## src/rtl/pri_enc32_pkg.sv

```systemverilog
// -----------------------------------------------------------------------------
// pri_enc32_pkg
//   Shared definitions for the 32-source pending-event priority encoder.
//   Holds the fixed geometry of the selector, the grant FSM state encoding
//   and a small one-hot helper used by the pending-register clear path.
// -----------------------------------------------------------------------------
package pri_enc32_pkg;

  // Fixed geometry: 32 sources, split into 4 groups of 8.
  localparam int unsigned N_REQ = 32;
  localparam int unsigned IDX_W = 5;
  localparam int unsigned GRP_W = 8;
  localparam int unsigned N_GRP = 4;

  // Grant FSM. The encodings are fixed so that waveform viewers and any
  // other block decoding the state see the same values.
  typedef enum logic {
    ST_IDLE    = 1'b0,
    ST_PRESENT = 1'b1
  } state_e;

  // One-hot vector with bit i set.
  function automatic logic [N_REQ-1:0] onehot32(input logic [IDX_W-1:0] i);
    return {{(N_REQ-1){1'b0}}, 1'b1} << i;
  endfunction

endpackage : pri_enc32_pkg

```

## src/rtl/pri_enc32_enc8.sv

```systemverilog
// -----------------------------------------------------------------------------
// pri_enc8
//   8-to-3 priority encoder with group-active output, in the spirit of the
//   74x148 but with active-high signals and bit 0 as the highest priority.
//
//   Ports
//     in   [7:0]  request lines, bit 0 wins
//     enc  [2:0]  binary index of the lowest set bit (0 when none set)
//     gs          group active: at least one input is set
// -----------------------------------------------------------------------------
module pri_enc8 (
  input  logic [7:0] in,
  output logic [2:0] enc,
  output logic       gs
);

  assign gs = |in;

  // NOTE: every variable written in always_comb gets a default first; without
  // it a path that assigns nothing makes synthesis infer a latch.
  always_comb begin
    enc = 3'd0;
    // Walk from the lowest priority up so the last hit is the lowest index.
    for (int i = 7; i >= 0; i--) begin
      if (in[i]) enc = 3'(i);
    end
  end

endmodule : pri_enc8

```

## src/rtl/pri_enc32.sv

```systemverilog
// -----------------------------------------------------------------------------
// pri_enc32
//   Captures event pulses from 32 sources into a pending register and hands
//   them out one at a time, lowest index first, through a valid/ready port.
//
//   Ports
//     clk          clock, all state changes on the rising edge
//     rst          synchronous active-high reset
//     req   [31:0] event pulses, bit i marks source i pending
//     mask  [31:0] bit i hides pending bit i from selection (does not clear it)
//     valid        idx holds a selected pending source
//     ready        consumer accepts idx when valid && ready at an edge
//     idx   [4:0]  index of the presented source; stale while valid = 0
//     pend  [31:0] pending register, for observation
//
//   Behaviour
//     IDLE    : any eligible bit at an edge -> latch its index, go PRESENT.
//     PRESENT : idx frozen until ready; the accepting edge clears pend[idx]
//               and returns to IDLE, so grants are at most one per two cycles.
//     A new pulse on the acknowledged bit in the same edge wins over the clear.
// -----------------------------------------------------------------------------
module pri_enc32
  import pri_enc32_pkg::*;
(
  input  logic                 clk,
  input  logic                 rst,
  input  logic [N_REQ-1:0]     req,
  input  logic [N_REQ-1:0]     mask,
  output logic                 valid,
  input  logic                 ready,
  output logic [IDX_W-1:0]     idx,
  output logic [N_REQ-1:0]     pend
);

  // ---------------------------------------------------------------------------
  // State
  // ---------------------------------------------------------------------------
  state_e               state_q, state_d;
  logic [N_REQ-1:0]     pend_q, pend_d;
  logic [IDX_W-1:0]     idx_q;

  // ---------------------------------------------------------------------------
  // Selection: four 8-bit encoders plus a group priority stage.
  // ---------------------------------------------------------------------------
  logic [N_REQ-1:0]          eligible;
  logic [N_GRP-1:0][2:0]     local_idx;
  logic [N_GRP-1:0]          grp_act;
  logic [1:0]                grp;
  logic                      any_eligible;
  logic [IDX_W-1:0]          sel_idx;

  assign eligible = pend_q & ~mask;

  for (genvar g = 0; g < N_GRP; g++) begin : g_enc
    pri_enc8 u_enc8 (
      .in  (eligible[g*GRP_W +: GRP_W]),
      .enc (local_idx[g]),
      .gs  (grp_act[g])
    );
  end

  assign any_eligible = |grp_act;

  // Lowest active group wins, matching the in-group priority direction.
  always_comb begin
    grp = 2'd0;
    if      (grp_act[0]) grp = 2'd0;
    else if (grp_act[1]) grp = 2'd1;
    else if (grp_act[2]) grp = 2'd2;
    else if (grp_act[3]) grp = 2'd3;
  end

  assign sel_idx = {grp, local_idx[grp]};

  // ---------------------------------------------------------------------------
  // Grant FSM: next state and control strobes
  // ---------------------------------------------------------------------------
  logic load_idx;
  logic ack;

  always_comb begin
    state_d  = state_q;
    load_idx = 1'b0;
    ack      = 1'b0;
    case (state_q)
      ST_IDLE: begin
        if (any_eligible) begin
          state_d  = ST_PRESENT;
          load_idx = 1'b1;
        end
      end
      ST_PRESENT: begin
        // Presented index stays put regardless of new requests or mask.
        if (ready) begin
          state_d = ST_IDLE;
          ack     = 1'b1;
        end
      end
      default: state_d = ST_IDLE;
    endcase
  end

  // Clear is applied before the OR so a same-edge pulse keeps the bit set.
  always_comb begin
    pend_d = pend_q;
    if (ack) pend_d = pend_d & ~onehot32(idx_q);
    pend_d = pend_d | req;
  end

  // ---------------------------------------------------------------------------
  // Registers
  // ---------------------------------------------------------------------------
  // NOTE: sequential state uses non-blocking assignments so every register
  // samples the pre-edge values, independent of statement order.
  always_ff @(posedge clk) begin
    if (rst) begin
      state_q <= ST_IDLE;
      pend_q  <= '0;
      idx_q   <= '0;
    end else begin
      state_q <= state_d;
      pend_q  <= pend_d;
      if (load_idx) idx_q <= sel_idx;
    end
  end

  assign valid = (state_q == ST_PRESENT);
  assign idx   = idx_q;
  assign pend  = pend_q;

endmodule : pri_enc32

```

## config.mk

```make
export PLATFORM = sky130hd
export DESIGN_NAME = pri_enc32
export DESIGN_NICKNAME = d
export VERILOG_FILES = /design/src/rtl/pri_enc32_pkg.sv /design/src/rtl/pri_enc32_enc8.sv /design/src/rtl/pri_enc32.sv
export SDC_FILE = /design/constraint.sdc
export NUM_CORES = 1
export LEC_CHECK = 0
export CORE_AREA = 2 2 83 69
export DETAILED_ROUTE_END_ITERATION = 7
export DIE_AREA = 0 0 85 71
export PLACE_DENSITY = 0.83
export SETUP_SLACK_MARGIN = 0.1
export SLEW_MARGIN = 20
export SYNTH_ARGS = -nofsm -noshare
export SYNTH_HDL_FRONTEND = slang
export SYNTH_SLANG_ARGS = --single-unit
```

## constraint.sdc

```tcl
create_clock -name clk -period 2.6 [get_ports clk]
set_clock_uncertainty 0.1 [all_clocks]
set_input_delay 0.39 -clock clk [delete_from_list [all_inputs] [get_ports clk]]
set_output_delay 0.39 -clock clk [all_outputs]
set_load 0.05 [all_outputs]
```

Run 1, M2 wires:
(6 px per µm)
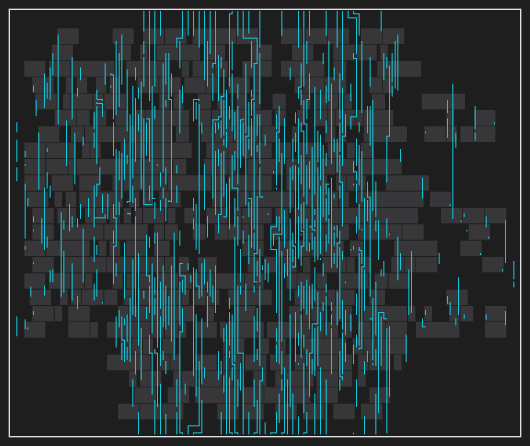
nets with wire on the layer: 372
main direction: vertical
wire length on this layer: 2,980 µm
longest straight run: 24.8 µm

Run 1, routed clock nets over the placement:
(6 px per µm)
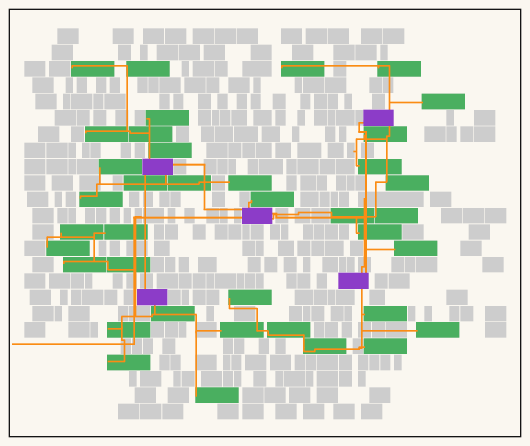
[orange] clock wires | length: 502 µm
[green] flip-flops | count: 38
[purple] clock drivers | count: 5
routed clock nets: 6

Run 1, placement by cell class:
(4 px per µm) Fill, decap, tap and diode cells in gray.
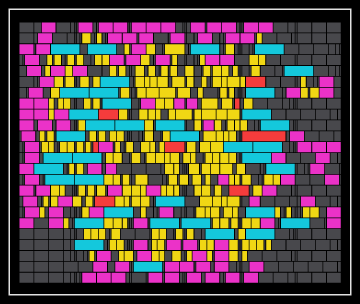
| color | class | cells | share of their area |
|---|---|---|---|
| cyan | flops | 38 | 24% |
| red | clock drivers and dummy loads | 8 | 3.3% |
| yellow | combinational and other logic | 226 | 39% |
| magenta | other buffers and delay cells | 110 | 34% |

-- run 1: flip-flops by register name (all words and copies together) (netlist names) --
name   flops
idx        5
pend      32
valid      1
-- run 1: area by class of cell --
class	instances	area, µm²	area share [%]
Tap cell	65	81.3	2.49
Sequential cell	38	761	23.3
Multi-Input combinational cell	198	1130	34.5
Clock inverter	1	30.0	0.920
Timing Repair Buffer	110	1090	33.3
Clock buffer	7	76.3	2.34
Inverter	28	105	3.22
-- run 1: power groups by stage --
| stage | Combinational (mW) | Sequential, mW | Clock [mW] |
|---|---|---|---|
| finish | 0.564 | 0.677 | 0.500 |
| global placement | 0.554 | 0.687 | 0 |
| floorplan | 0.166 | 0.829 | 0 |
| CTS | 0.562 | 0.676 | 0.502 |
| detailed placement | 0.560 | 0.689 | 0 |
| global route | 0.602 | 0.686 | 0.530 |
-- run 1: Yosys cell counts, types with 3 or more instances --
library cell | count | area share [%]
or2_2 | 4 | 1.2
nor3_1 | 4 | 1.0
a31oi_1 | 5 | 1.6
nand3_1 | 3 | 0.75
nor2b_1 | 9 | 2.8
nand2_1 | 14 | 2.6
nand2b_1 | 34 | 11
nor2_1 | 15 | 2.8
a21oi_1 | 41 | 10
dfxtp_1 | 38 | 38
o21ai_0 | 31 | 7.7
inv_1 | 28 | 5.2
clkbuf_1 | 5 | 0.93
or3_1 | 11 | 3.4
nand4_1 | 5 | 1.6
-- run 1: layer usage --
layer	wire length (µm)	global-route usage [%]	up-vias
met2	2980	34.1	88
met5	0	0	-
met3	506	6.77	9
li1	-	-	1165
met4	81	5.29	0
met1	3050	31.7	1039
-- run 1: metrics by stage --
step           instance area [µm²]  utilization, %  std cells  worst slack, ns  hold WS [ns]
6_report                      3270            62.1        447            0.313         0.397
4_1_cts                       3270            62.1        447            0.335         0.398
5_1_grt                       3270            62.1        447            0.247         0.421
2_1_floorplan                 2010               -        269            0.361         0.394
3_5_place_dp                  3160            60.1        439           0.0131         0.387
3_3_place_gp                  3160            60.1        439           0.0668         0.380
-- run 1: cells in the final DEF, fill, tap and decap left out, types with 2 or more instances in the layout --
| cell | Yosys | layout |
|---|---|---|
| a32oi_1 | 2 | 2 |
| clkdlybuf4s50_1 | 0 | 104 |
| clkbuf_1 | 5 | 2 |
| o21bai_1 | 2 | 2 |
| nor3_1 | 4 | 4 |
| o21ai_0 | 31 | 31 |
| nand2_1 | 14 | 14 |
| dfxtp_1 | 38 | 38 |
| inv_1 | 28 | 28 |
| nand2b_1 | 34 | 34 |
| nor2_1 | 15 | 15 |
| a31oi_1 | 5 | 5 |
| or3_1 | 11 | 11 |
| nand4_1 | 5 | 5 |
| buf_4 | 0 | 6 |
| nand3b_1 | 2 | 2 |
| a311oi_1 | 2 | 2 |
| clkbuf_8 | 0 | 5 |
| nand3_1 | 3 | 3 |
| or2_2 | 4 | 4 |
| a21oi_1 | 41 | 41 |
| nor2b_1 | 9 | 9 |
-- run 1: critical path, delay by kind of cell --
family	cells	cell delay (ns)
buffers and inverters	1	0.50
AOI/OAI and AO/OA	3	0.49
and+or+nand+nor	3	0.95
-- run 1: kinds of logic after synthesis --
kind of cell | count (synthesis)
and+or+nand+nor | 106
DFF | 38
AOI/OAI and AO/OA | 92
buffers and inverters | 33
==> results.cfg <==
; implementation run metrics
[power]
comb_power_share_pct = 32.4
vdd_ir_drop_max_uv = 438
power_mw = 1.74
powerDensity_nw_per_um2 = 533
power_frac_clock_pct = 28.7
p_int_mw = 1.16
netSwitchingFraction_pct = 33.2
leakage_nw = 1.31

[placed_design]
place.gp.congestion = 0.895
io_buffers = 104
dp_hpwl_mm = 5.21

[worst_setup_path]
r2r-end = idx[1]$_SDFFE_PP0P_
reg2regPathDepth = 6
arrival_ns = 2.34
path_class = input port to flip-flop
slowest_stage = or4_4
slowest_delay_ns = 0.52
crit_start = mask[10]
critPathMaxFanout = 3
cp_cell_sequence = clkdlybuf4s50_1, nor2b_4, or4_4, or3_1, a311oi_1, a2111o_1, a21oi_1
required_ns = 2.65

[yosys]
synthArstFlopShare_pct = 0
ys.flop_type = dfxtp_1
xor_share_pct = 0
ys_sh_simple_pct = 30.2
synthDistinctLibCells = 33
compound_area_share_pct = 25.8
mux_share_pct = 0
synth-edff-count = 0
yosysWarnings = 0
logic_family = simple AND/OR/NAND/NOR gates
fa_ha_area_share_pct = 0
ys_area_um2 = 2010
yosysCellCount = 269

[clock_tree]
htree_levels = 2
cts.reportedPaths.clkPinSlew_ns = 0.07
clock_latency_ns = 0.30
postCtsSetupBuffers = 0
clk_path_buf_depth = 2
cts_resized = 0
cts_made_buffers = 5
clock-sinks = 38

[final_timing]
fin_crit_sh_pct = 88.0
hold_viol = 0
fmax_ghz = 0.437
slew_viol_final = 0
rsz0062_at_grt = no
worst_pin_slew_ns = 0.686
maxSlewHeadroom_pct = 54.1
tns_ns = 0

[worst_hold_path]
worstHoldPathCells = 2
min_from = pend[13]$_SDFF_PP0_
hold_end = pend[13]$_SDFF_PP0_

[floorplanning]
floorplan.core_util_pct = 38.3
die_width_um = 85
io_pins = 105
dieHeight_um = 71

[run_status]
status = finished, final reports clean

[final_layout]
drive_above_1_share_pct = 4.97
nNetsFinal = 448
area_growth_pct = 62.4
n_fill_cell = 467

[flow_run]
tool_warnings = 26

[route]
viasPerCell = 5.15
first_pass_iters = 4
ant_nets = 0
post_drt_wl_per_cell_um = 14.8
drt_iter0_markers = 204
vias = 2301

[grt]
grt_max_degree = 18
antenna_found_initial = 0
Power and IR drop assume default switching activity.
